[src/rtl/target_scheduler_pkg.sv]
`default_nettype none
// ============================================================================
// Module  : target_scheduler_pkg
// Brief   : Shared types, sizes and helpers for the target scheduler.
// Revision: 1.0 - initial release
// ============================================================================
package target_scheduler_pkg;

    // Target life-cycle codes reported by each slot
    typedef enum logic [1:0] {
        ST_INITIAL = 2'd0,
        ST_FLYING  = 2'd1,
        ST_DYING   = 2'd2
    } tgt_state_e;

    localparam int NUM_LANES = 8;
    localparam int NUM_SLOTS = 4;
    localparam int LANE_W    = $clog2(NUM_LANES);

    // Galois feedback mask for x^8 + x^6 + x^5 + x^4 + 1 (right-shifting form)
    localparam logic [7:0] LFSR_TAPS = 8'hB8;

    // Pending age at which an unclaimed spawn reservation expires
    localparam logic [1:0] PEND_LAST = 2'd2;

    // Isolates the lowest set bit; shared by spawn and shot arbitration
    function automatic logic [NUM_SLOTS-1:0] lowest_onehot(input logic [NUM_SLOTS-1:0] req);
        return req & (~req + NUM_SLOTS'(1));
    endfunction

endpackage
`default_nettype wire

[src/rtl/target_scheduler_lfsr8.sv]
`default_nettype none
// ============================================================================
// Module  : lfsr8
// Brief   : Free-running 8-bit Galois LFSR; a zero seed is forced to 8'h01
//           so the register can never lock up in the all-zero state.
// Revision: 1.0 - initial release
// ============================================================================
module lfsr8
    import target_scheduler_pkg::*;
(
    input  logic       clk_100Hz,
    input  logic       rst,
    input  logic [7:0] seed,
    output logic [7:0] q
);

    logic [7:0] lfsr_q;
    logic [7:0] lfsr_d;
    logic [7:0] w_seed;

    assign w_seed = (seed == 8'h00) ? 8'h01 : seed;

    // Shift right, folding the tap mask in whenever a one falls out
    always_comb begin
        lfsr_d = {1'b0, lfsr_q[7:1]};
        if (lfsr_q[0]) begin
            lfsr_d = lfsr_d ^ LFSR_TAPS;
        end
    end

    // State register, reloaded with the seed on reset
    always_ff @(posedge clk_100Hz) begin
        if (rst) begin
            lfsr_q <= w_seed;
        end else begin
            lfsr_q <= lfsr_d;
        end
    end

    assign q = lfsr_q;

endmodule
`default_nettype wire

[src/rtl/target_scheduler.sv]
`default_nettype none
// ============================================================================
// Module  : target_scheduler
// Brief   : Spawns targets into free slots on random, non-colliding lanes at a
//           fixed interval, and arbitrates a single bullet among hit slots.
// Revision: 1.0 - initial release
// ============================================================================
module target_scheduler
    import target_scheduler_pkg::*;
#(
    parameter int         SPAWN_INTERVAL = 50,
    parameter logic [7:0] LFSR_SEED      = 8'hA5
) (
    input  logic        clk_100Hz,
    input  logic        rst,
    input  logic        enable,
    input  logic [7:0]  slot_state,
    input  logic [3:0]  hit_req,
    output logic [3:0]  start,
    output logic [11:0] din,
    output logic [3:0]  shot,
    output logic [7:0]  score
);

    localparam logic [9:0] TERMINAL = 10'(SPAWN_INTERVAL - 1);

    logic [9:0]  cnt_q,   cnt_d;
    logic [3:0]  start_q;
    logic [3:0]  shot_q;
    logic [11:0] din_q,   din_d;
    logic [7:0]  score_q, score_d;
    logic [3:0]  pend_q,  pend_d;
    logic [7:0]  age_q,   age_d;
    logic [3:0]  blk_q,   blk_d;

    logic [7:0]        w_lfsr;
    logic [LANE_W-1:0] w_lane;
    logic [3:0]        w_flying;
    logic [3:0]        w_idle;
    logic [3:0]        w_conflict;
    logic [3:0]        w_spawn_gnt;
    logic [3:0]        w_shot_gnt;
    logic              w_attempt;
    logic              w_accept;

    lfsr8 u_lfsr (
        .clk_100Hz (clk_100Hz),
        .rst       (rst),
        .seed      (LFSR_SEED),
        .q         (w_lfsr)
    );

    assign w_lane = w_lfsr[LANE_W-1:0];

    // Per-slot status: flying, free for a spawn, or already owning the candidate lane
    generate
        for (genvar gi = 0; gi < NUM_SLOTS; gi++) begin : g_slot
            assign w_flying[gi]   = (slot_state[2*gi +: 2] == ST_FLYING);
            assign w_idle[gi]     = (slot_state[2*gi +: 2] == ST_INITIAL) && !pend_q[gi];
            assign w_conflict[gi] = (w_flying[gi] || pend_q[gi])
                                 && (din_q[LANE_W*gi +: LANE_W] == w_lane);
        end
    endgenerate

    assign w_attempt   = enable && (cnt_q == TERMINAL);
    assign w_accept    = w_attempt && (|w_idle) && !(|w_conflict);
    assign w_spawn_gnt = w_accept ? lowest_onehot(w_idle) : 4'b0000;
    assign w_shot_gnt  = lowest_onehot(hit_req & w_flying & ~blk_q & {4{enable}});

    // Interval counter: counts while enabled, parks at terminal until a spawn is accepted
    always_comb begin
        cnt_d = cnt_q;
        if (enable) begin
            if (cnt_q != TERMINAL) begin
                cnt_d = cnt_q + 10'd1;
            end else if (w_accept) begin
                cnt_d = '0;
            end
        end
    end

    // Kill counter, saturating at full scale
    always_comb begin
        score_d = score_q;
        if ((|w_shot_gnt) && (score_q != 8'hFF)) begin
            score_d = score_q + 8'd1;
        end
    end

    // Per-slot lane, spawn reservation timer and shot lockout
    always_comb begin
        din_d  = din_q;
        pend_d = pend_q;
        age_d  = age_q;
        blk_d  = blk_q;
        for (int i = 0; i < NUM_SLOTS; i++) begin
            if (pend_q[i]) begin
                if (w_flying[i] || (age_q[2*i +: 2] == PEND_LAST)) begin
                    pend_d[i]      = 1'b0;
                    age_d[2*i +: 2] = 2'd0;
                end else begin
                    age_d[2*i +: 2] = age_q[2*i +: 2] + 2'd1;
                end
            end
            if (w_spawn_gnt[i]) begin
                pend_d[i]                 = 1'b1;
                age_d[2*i +: 2]           = 2'd0;
                din_d[LANE_W*i +: LANE_W] = w_lane;
            end
            blk_d[i] = w_flying[i] && (blk_q[i] || w_shot_gnt[i]);
        end
    end

    // State and output registers
    always_ff @(posedge clk_100Hz) begin
        if (rst) begin
            cnt_q   <= '0;
            start_q <= '0;
            shot_q  <= '0;
            din_q   <= '0;
            score_q <= '0;
            pend_q  <= '0;
            age_q   <= '0;
            blk_q   <= '0;
        end else begin
            cnt_q   <= cnt_d;
            start_q <= w_spawn_gnt;
            shot_q  <= w_shot_gnt;
            din_q   <= din_d;
            score_q <= score_d;
            pend_q  <= pend_d;
            age_q   <= age_d;
            blk_q   <= blk_d;
        end
    end

    assign start = start_q;
    assign shot  = shot_q;
    assign din   = din_q;
    assign score = score_q;

endmodule
`default_nettype wire

[config.mk]
export PLATFORM = sky130hd
export DESIGN_NAME = target_scheduler
export DESIGN_NICKNAME = d
export VERILOG_FILES = /design/src/rtl/target_scheduler_pkg.sv /design/src/rtl/target_scheduler_lfsr8.sv /design/src/rtl/target_scheduler.sv
export SDC_FILE = /design/constraint.sdc
export NUM_CORES = 1
export LEC_CHECK = 0
export CORE_MARGIN = 1.5
export CORE_UTILIZATION = 50
export CTS_BUF_LIST = sky130_fd_sc_hd__clkbuf_4
export DETAILED_ROUTE_END_ITERATION = 6
export PLACE_DENSITY_LB_ADDON = 0.3
export SLEW_MARGIN = 10
export SYNTH_ARGS = -nofsm -noshare
export SYNTH_HDL_FRONTEND = slang
export SYNTH_HIERARCHICAL = 1
export SYNTH_SLANG_ARGS = --single-unit
[constraint.sdc]
create_clock -name clk_100Hz -period 2.7 [get_ports clk_100Hz]
set_clock_uncertainty 0.15 [all_clocks]
set_input_delay 0.54 -clock clk_100Hz [delete_from_list [all_inputs] [get_ports clk_100Hz]]
set_output_delay 0.54 -clock clk_100Hz [all_outputs]
set_load 0.1 [all_outputs]
Figure 1. Sizing map.
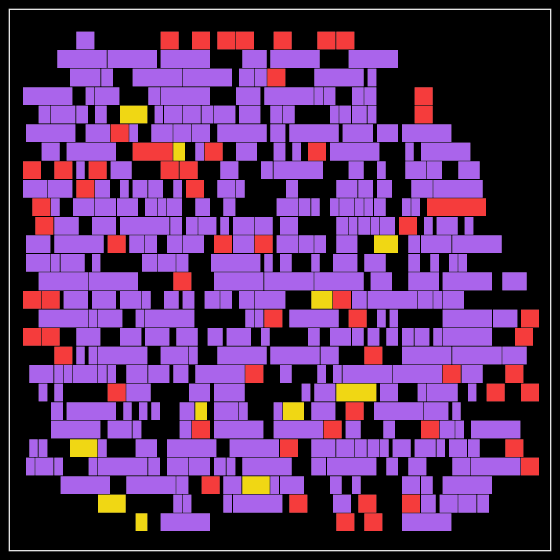
| color | size | cells | share |
|---|---|---|---|
| red | _3 and _4 cells | 59 | 15% |
| purple | _0 and _1 cells | 325 | 82% |
| yellow | _2 cells | 11 | 2.8% |
fin worst setup slack: 240 ps
Finished Cell Area: 3570 um^2
Area Growth Syn to Fin: 22.7%
Buffers, non-clock: 60

Figure 2. Routing congestion.
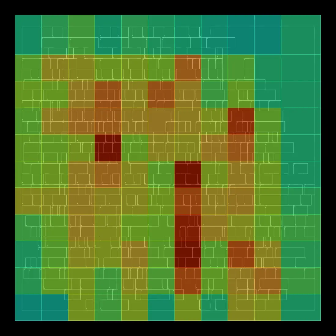
Overall Global Routing Usage: 22.1%
met2 Track Usage GR: 35.4%
GRT met3 Usage: 7.70%

==> flow_summary.toml <==
# yosys + openroad results
[floorplan]
chip_area_um2 = 6280
rows = 27
die.size.x_um = 79.3
die_y_um = 79.3
num_tap_cells = 72
boundaryPins = 43

[clock_network]
htreeDepth = 3
numCtsBuffers = 9
postCtsSetupBuffers = 0
clock_path_buffers = 2
cts_tree = "done"
clk_latency_ps = 410
cts.sinks = 62
cts_hold_buf = 0

[synthesis]
synthSimpleGateAreaFrac_pct = 24.2
adder_share_pct = 3.01
edf_count = 0
ys_warn_count = 6
synth_area_leader_cell = "dfxtp_1"
synthDistinctLibCells = 49
top_cells_by_area = "dfxtp_1 (43%), mux2i_1 (5.2%), nand2_1 (4.4%)"
yosysChipArea_um2 = 2910
logic_family = "simple AND/OR/NAND/NOR gates"
async_flop_share_pct = 0
top_cells_by_count = "dfxtp_1 (62), nand2_1 (34), nor3_1 (20)"
syn_area_per_cell_um2 = 9.03
top_cell_area_share_pct = 42.7
syn_inst = 322
xor_share_pct = 6.32
synth_area_um2 = 2910
synth_top_cell_by_count = "dfxtp_1"

[global_routing]
grt-ovfl-total = 0
antenna_found_initial = 0
grt_pass1_vias = 2325
grt_pass1_wl_um = 10600

[routing]
drt_iter0_drc = 180
avgViaCountPerCell = 5.46
drc = 0
wl_met1_um = 2920
routed.top_layer = "met4"
route.detailed.wl_per_inst_um = 13.6
antenna_left = 0

[worst_setup_path]
cp_num_buf_inv = 0
worstSetupEndpoint = "age_q[4]$_SDFFE_PP0P_"
r2r_cells = 6
crit_fanout = 6
critical_path_class = "flip-flop to flip-flop"
r2r_slack_ps = 240
required_ps = 2860
crit_path_start = "cnt_q[0]$_SDFFE_PP0P_"
path_cells = "ha_1, nor4b_4, and4_1, o311ai_1, or4_1, and3_1"
reg2reg_from = "cnt_q[0]$_SDFFE_PP0P_"
r2r_end = "age_q[4]$_SDFFE_PP0P_"

[power_and_ir_drop]
sequentialPowerShare_pct = 57.3
switching_share_pct = 28.1
powerDensity_nw_per_um2 = 473
power.clock.total_uw = 517
pg_seq_uw = 966
power.internal_uw = 1210
peakVddDrop_v = 0.000308
switchingPower_uw = 474
finalPower_uw = 1690

[timing]
maxSlewHeadroom_pct = 48.7
rsz0062_at_grt = "false"
min_period_over_period_pct = 91.1
hold_viol_final = 0
whs_ps = 311
worstMarginPinSlew_ps = 763

[layout]
seq_area_share_pct = 34.8
dominant-cell-class = "logic gates"
largest_reg_flops = 12
logic_gate_count = 242
seqCellArea_um2 = 1240
drive_above_1_share_pct = 17.7
layout.nets = 412
nFillCells = 506
most-common-layout-cells = "dfxtp_1 (62), buf_4 (46), nand2_1 (34)"

[placed_design]
dp.cells = 451
hpwl_um = 4660
post-place-ws_ps = -2.83

[min_path]
hold_depth = 1
min_from = "u_lfsr/q[3]$_DFF_P_"

[status]
status = "completed"

[job]
warning_count = 27
Figure 3. The metal 2 layer.
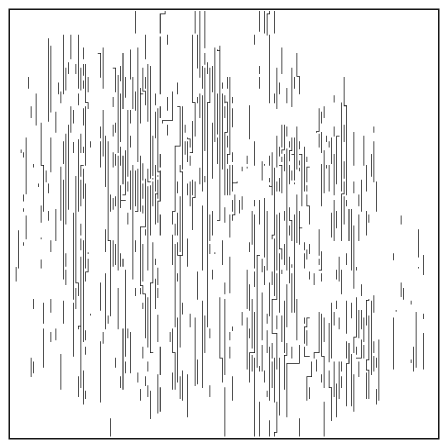
longest straight run: 41.5 um
nets with wire on the layer: 357
Vias: 2548
total wire length: 6350 um

Figure 4. Cell density map.
The bar under the picture is 20 um long. 8 x 8 tiles, from dark blue (low) to red (high), 0 to 100% covered.
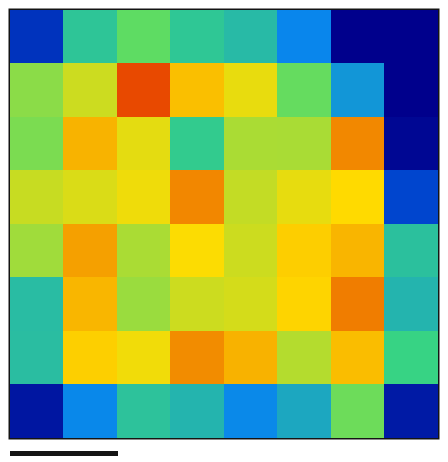
emptiest ninth of the die: top right
tiles over 75% full: 25%
fullest tile: 92%
mean over tiles: 55%
FP Util: 52.2%
Core Area: 5570 um^2
Final Core Density: 64.0%

